===== src/rtl/cmp_seq_if.sv =====
// cmp_seq_if: request/result and comparator-slice signals of cmp_seq_ctrl
interface cmp_seq_if #(parameter int WIDTH = 8);
  logic start;
  logic [WIDTH-1:0] A;
  logic [WIDTH-1:0] B;
  logic busy;
  logic done;
  logic AequalsB;
  logic AgreaterB;
  logic AlessB;
  logic [1:0] slice_A;
  logic [1:0] slice_B;
  logic slice_eq;
  logic slice_gt;
  logic slice_lt;
  modport master (
    output start, A, B, slice_eq, slice_gt, slice_lt,
    input busy, done, AequalsB, AgreaterB, AlessB, slice_A, slice_B
  );
  modport slave (
    input start, A, B, slice_eq, slice_gt, slice_lt,
    output busy, done, AequalsB, AgreaterB, AlessB, slice_A, slice_B
  );
endinterface


===== src/rtl/cmp_seq_ctrl.sv =====
// cmp_seq_ctrl: MSB-first 2-bit digit compare sequencer; `define CMP_SEQ_SIGNED_EN for two's complement operands
module cmp_seq_ctrl #(
  parameter int WIDTH = 8
) (
  input logic clk,
  input logic rst,
  cmp_seq_if.slave bus
);
  localparam int D = WIDTH / 2;
  localparam int IW = (D > 1) ? $clog2(D) : 1;
  typedef enum logic [1:0] {IDLE, COMPARE, DONE} state_t;
  state_t state;
  logic [WIDTH-1:0] a_reg, b_reg;
  logic [IW-1:0] idx;
  logic busy, done, eq_f, gt_f, lt_f;
  logic [1:0] msk, dig_a, dig_b;
  logic last;
`ifdef CMP_SEQ_SIGNED_EN
  assign msk = (idx == IW'(D - 1)) ? 2'b10 : 2'b00;
`else
  assign msk = 2'b00;
`endif
  assign last = (idx == '0);
  // current digit pair, sign-adjusted on the top digit when signed mode is built
  always_comb begin
    dig_a = a_reg[{idx, 1'b0} +: 2] ^ msk;
    dig_b = b_reg[{idx, 1'b0} +: 2] ^ msk;
  end
  assign bus.slice_A = (state == COMPARE) ? dig_a : 2'b00;
  assign bus.slice_B = (state == COMPARE) ? dig_b : 2'b00;
  assign bus.busy = busy;
  assign bus.done = done;
  assign bus.AequalsB = eq_f;
  assign bus.AgreaterB = gt_f;
  assign bus.AlessB = lt_f;
  // sequencer: accept in IDLE/DONE, walk digits until first difference or LSB
  always_ff @(posedge clk) begin
    if (rst) begin
      state <= IDLE;
      busy <= 1'b0;
      done <= 1'b0;
      eq_f <= 1'b0;
      gt_f <= 1'b0;
      lt_f <= 1'b0;
      idx <= '0;
      a_reg <= '0;
      b_reg <= '0;
    end else begin
      done <= 1'b0;
      case (state)
        COMPARE: begin
          if (bus.slice_gt || bus.slice_lt || last) begin
            gt_f <= bus.slice_gt;
            lt_f <= !bus.slice_gt && bus.slice_lt;
            eq_f <= !bus.slice_gt && !bus.slice_lt;
            busy <= 1'b0;
            done <= 1'b1;
            state <= DONE;
          end else begin
            idx <= idx - 1'b1;
          end
        end
        default: begin
          if (bus.start) begin
            a_reg <= bus.A;
            b_reg <= bus.B;
            idx <= IW'(D - 1);
            eq_f <= 1'b0;
            gt_f <= 1'b0;
            lt_f <= 1'b0;
            busy <= 1'b1;
            state <= COMPARE;
          end else begin
            state <= IDLE;
          end
        end
      endcase
    end
  end
endmodule


===== src/flat_wrapper.sv =====
// flat-port wrapper written by rule: the top's interface ports become plain ports
module cmp_seq_ctrl_flat 
#(
  parameter int WIDTH = 8
)
  (clk, rst, bus_start, bus_A, bus_B, bus_slice_eq, bus_slice_gt, bus_slice_lt, bus_busy, bus_done, bus_AequalsB, bus_AgreaterB, bus_AlessB, bus_slice_A, bus_slice_B);
  cmp_seq_if #(.WIDTH(WIDTH)) bus_i ();
  input logic clk;
  input logic rst;
  input wire logic [$bits(bus_i.start)-1:0] bus_start;
  input wire logic [$bits(bus_i.A)-1:0] bus_A;
  input wire logic [$bits(bus_i.B)-1:0] bus_B;
  input wire logic [$bits(bus_i.slice_eq)-1:0] bus_slice_eq;
  input wire logic [$bits(bus_i.slice_gt)-1:0] bus_slice_gt;
  input wire logic [$bits(bus_i.slice_lt)-1:0] bus_slice_lt;
  output wire logic [$bits(bus_i.busy)-1:0] bus_busy;
  output wire logic [$bits(bus_i.done)-1:0] bus_done;
  output wire logic [$bits(bus_i.AequalsB)-1:0] bus_AequalsB;
  output wire logic [$bits(bus_i.AgreaterB)-1:0] bus_AgreaterB;
  output wire logic [$bits(bus_i.AlessB)-1:0] bus_AlessB;
  output wire logic [$bits(bus_i.slice_A)-1:0] bus_slice_A;
  output wire logic [$bits(bus_i.slice_B)-1:0] bus_slice_B;
  assign bus_i.start = bus_start;
  assign bus_i.A = bus_A;
  assign bus_i.B = bus_B;
  assign bus_i.slice_eq = bus_slice_eq;
  assign bus_i.slice_gt = bus_slice_gt;
  assign bus_i.slice_lt = bus_slice_lt;
  assign bus_busy = bus_i.busy;
  assign bus_done = bus_i.done;
  assign bus_AequalsB = bus_i.AequalsB;
  assign bus_AgreaterB = bus_i.AgreaterB;
  assign bus_AlessB = bus_i.AlessB;
  assign bus_slice_A = bus_i.slice_A;
  assign bus_slice_B = bus_i.slice_B;
  cmp_seq_ctrl #(.WIDTH(WIDTH)) u_core (.clk(clk), .rst(rst), .bus(bus_i));
endmodule

===== config.mk =====
export PLATFORM = sky130hd
export DESIGN_NAME = cmp_seq_ctrl_flat
export DESIGN_NICKNAME = d
export VERILOG_FILES = /design/src/rtl/cmp_seq_if.sv /design/src/rtl/cmp_seq_ctrl.sv /design/src/flat_wrapper.sv
export SDC_FILE = /design/constraint.sdc
export NUM_CORES = 1
export LEC_CHECK = 0
export CORE_MARGIN = 2
export CORE_UTILIZATION = 50
export DETAILED_ROUTE_END_ITERATION = 7
export PLACE_DENSITY = 0.95
export SETUP_SLACK_MARGIN = 0.05
export SLEW_MARGIN = 20
export SYNTH_ARGS = -nofsm -noshare
export SYNTH_HDL_FRONTEND = slang
export SYNTH_SLANG_ARGS = --single-unit

===== constraint.sdc =====
create_clock -name clk -period 3.8 [get_ports clk]
set_input_delay 0.95 -clock clk [delete_from_list [all_inputs] [get_ports clk]]
set_output_delay 0.95 -clock clk [all_outputs]
set_load 0.005 [all_outputs]

==> changes_impl.md <==
### Metrics

- Flip-flops with a built-in enable: 0
- WHS: 491 ps
- Worst Setup Start Kind: register
- Setup violators final: 0
- Total Routing Usage GR: a little over a fifth
- Via Count: roughly 1,000
- Synth area leader: dfxtp_1
- DRC viols: 0
- TritonCTS clock tree: yes
- Antenna Violating Nets Remaining: 0
- Synth warn: 0
- Worst path bufs/invs: 1
- R2r setup slk: between 2000 and 2500 ps
- Largest stage delay on the critical path: approximately 570 ps
- Pins Over Slew Limit: 0
- WP data required: 2850 ps
- Most Crowded Layer GR: met2
- Die ar.: about 0.0027 mm²
- Worst Path Arrival: 2020 ps
- Top cell area share: between 40 and 50%
- Die width: 51.5 µm
- Final period utilization: 78.2%
- Layout cell share with drive strength beyond 1: between 10% and 20%
- Pin count of the biggest net entering global routing: 27
- Nets: about 170
- Yosys Chip Area: 0.00113 mm²
- Vias in the first global route: about 950
- Worst hold path class: reg2reg
- Most common cell in the synthesized netlist: dfxtp_1
- Final hold violations: 0
- Die y size: between 50 and 60 µm
- Fillers: between 150 and 200
- Outcome: complete, no violations
- Post-CTS setup repair buffer count: 0
- RR Startpoint: u_core.idx[0]$_SDFFE_PP0P_
- Crit-path max FO: 6
[worst min-delay path by stage]
stage	start	end	slack (ps)	cells past startpoint
2_1_floorplan	u_core.a_reg[4]$_SDFFE_PP0P_	u_core.a_reg[4]$_SDFFE_PP0P_	450	2
3_3_place_gp	u_core.a_reg[0]$_SDFFE_PP0P_	u_core.a_reg[0]$_SDFFE_PP0P_	460	2
3_5_place_dp	u_core.b_reg[4]$_SDFFE_PP0P_	u_core.b_reg[4]$_SDFFE_PP0P_	470	2
4_1_cts	u_core.b_reg[0]$_SDFFE_PP0P_	u_core.b_reg[0]$_SDFFE_PP0P_	490	2
5_1_grt	u_core.b_reg[0]$_SDFFE_PP0P_	u_core.b_reg[0]$_SDFFE_PP0P_	520	2
6_report	u_core.b_reg[0]$_SDFFE_PP0P_	u_core.b_reg[0]$_SDFFE_PP0P_	490	2
[stage by stage]
step | instances | util (%)
after floorplan | 124 | -
after detailed placement | 171 | 64.5
after global routing | 175 | 65.9
after global placement | 171 | 64.5
final | 175 | 65.9
after CTS | 175 | 65.9
[cells by family after synthesis]
family                   count (synthesis)  synth area share [%]
buffers and inverters                   15                  7.20
AND-OR/OR-AND                           43                  20.3
flip-flops                              25                  44.3
adder cells (fa/ha/maj)                  1                  1.11
AND/OR/NAND/NOR                         35                  18.1
multiplexers                             5                  8.98
[metal layers]
metal / part of all wire, % / wire length (µm)
met1: 41 / 1050
met3: 4.6 / 118
met5: 0 / 0
met4: 0.74 / 19
met2: 54 / 1400
[final cells by class]
type                    count  area, µm²  area share (%)
flip-flops and latches     25        500            35.0
clock inverters             1       7.51           0.525
multi-input cells          84        547            38.3
well taps                  28       35.0            2.45
repair buffers             31        305            21.4
clock buffers               3       22.5            1.58
inverters                   3       11.3           0.788
[layout by cell type (no fill, tap or decap)]
cell type        instances
clkdlybuf4s50_1         29
a31o_2                   2
clkbuf_4                 3
a31oi_1                  3
nor2_1                   2
mux2_2                   1
nand3_1                 18
buf_4                    2
nand2_1                  3
nor2b_4                  1
a211oi_1                 1
ha_1                     1
o21ai_0                 16
mux4_2                   4
clkinvlp_4               1
nor3_4                   1
nand2b_1                 2
dfxtp_1                 25
and4bb_2                 1
a21oi_1                 20
o21ai_1                  1
inv_1                    3
nor3_1                   3
and2_1                   4
[tightest hold or removal path, cell delays in order, from the launching register on]
cell     delay, ps
dfxtp_1        330
o21ai_0         70
a21oi_1         60
[power breakdown]
group          leakage (nW)  switching (mW)  total (mW)  internal, mW
logic                 0.281          0.0400      0.0886        0.0487
clock network        0.0139          0.0838       0.124        0.0403
registers             0.206          0.0118       0.290         0.278
port_nets.png
Scale bar: 20 µm.
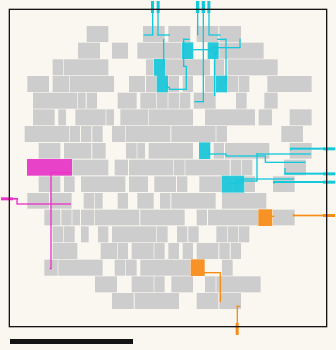
`bus_slice_B`: drawn in orange, bits 2, direction output, edge 1 right, 1 bottom, end cells 2, wire 16.3 µm. `bus_A`: drawn in cyan, bits 8, direction input, edge 5 top, 3 right, end cells 8, wire 147 µm. `bus_AequalsB`: drawn in magenta, bits 1, direction output, edge left, end cells 1, wire 29.3 µm.
Port Buf Inserts: 29
# IOs: 31

pdn.png
Scale bar: 20 µm. Pins as bars on the die edge. Tap cells in grey.
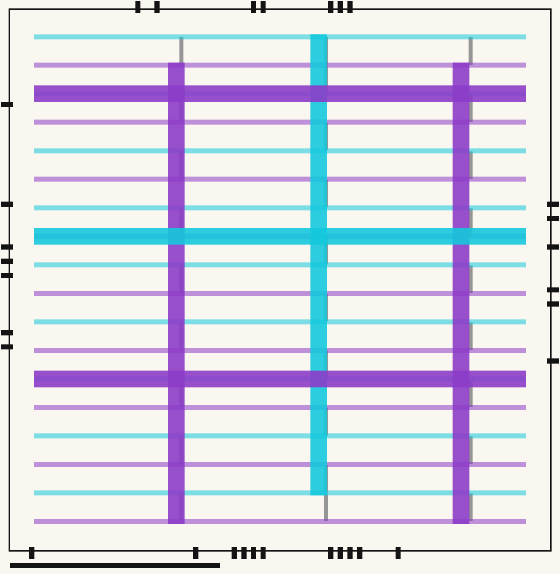
VDD: drawn in cyan. VSS: drawn in purple.
31 signal pins sit on the boundary. 3 straps on met5. 18 met1 rails follow the rows. The core has 17 rows.
total core area: 0.00217 mm²
VDD IR-drop max: 317 µV

registers.png
Scale bar: 20 µm. Other sequential cells in the stronger grey, the rest of the logic in the fainter grey.
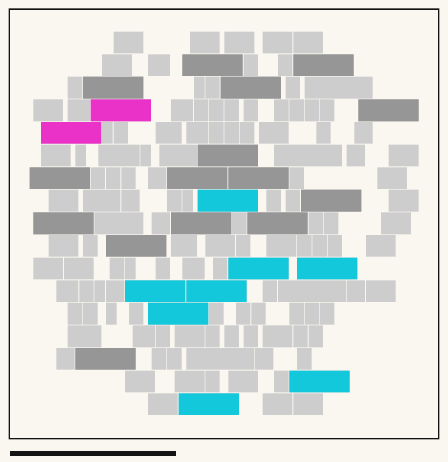
`u_core.state`: drawn in magenta, placed flops 2. `u_core.b_reg`: drawn in cyan, placed flops 8.
Another 15 sequential cells are not coloured.
sequential power: 290 µW
Sequential Area: 500 µm²
Util after Layout: 65.9%
flop share of the area: 35.0%

Power and IR drop assume default switching activity.
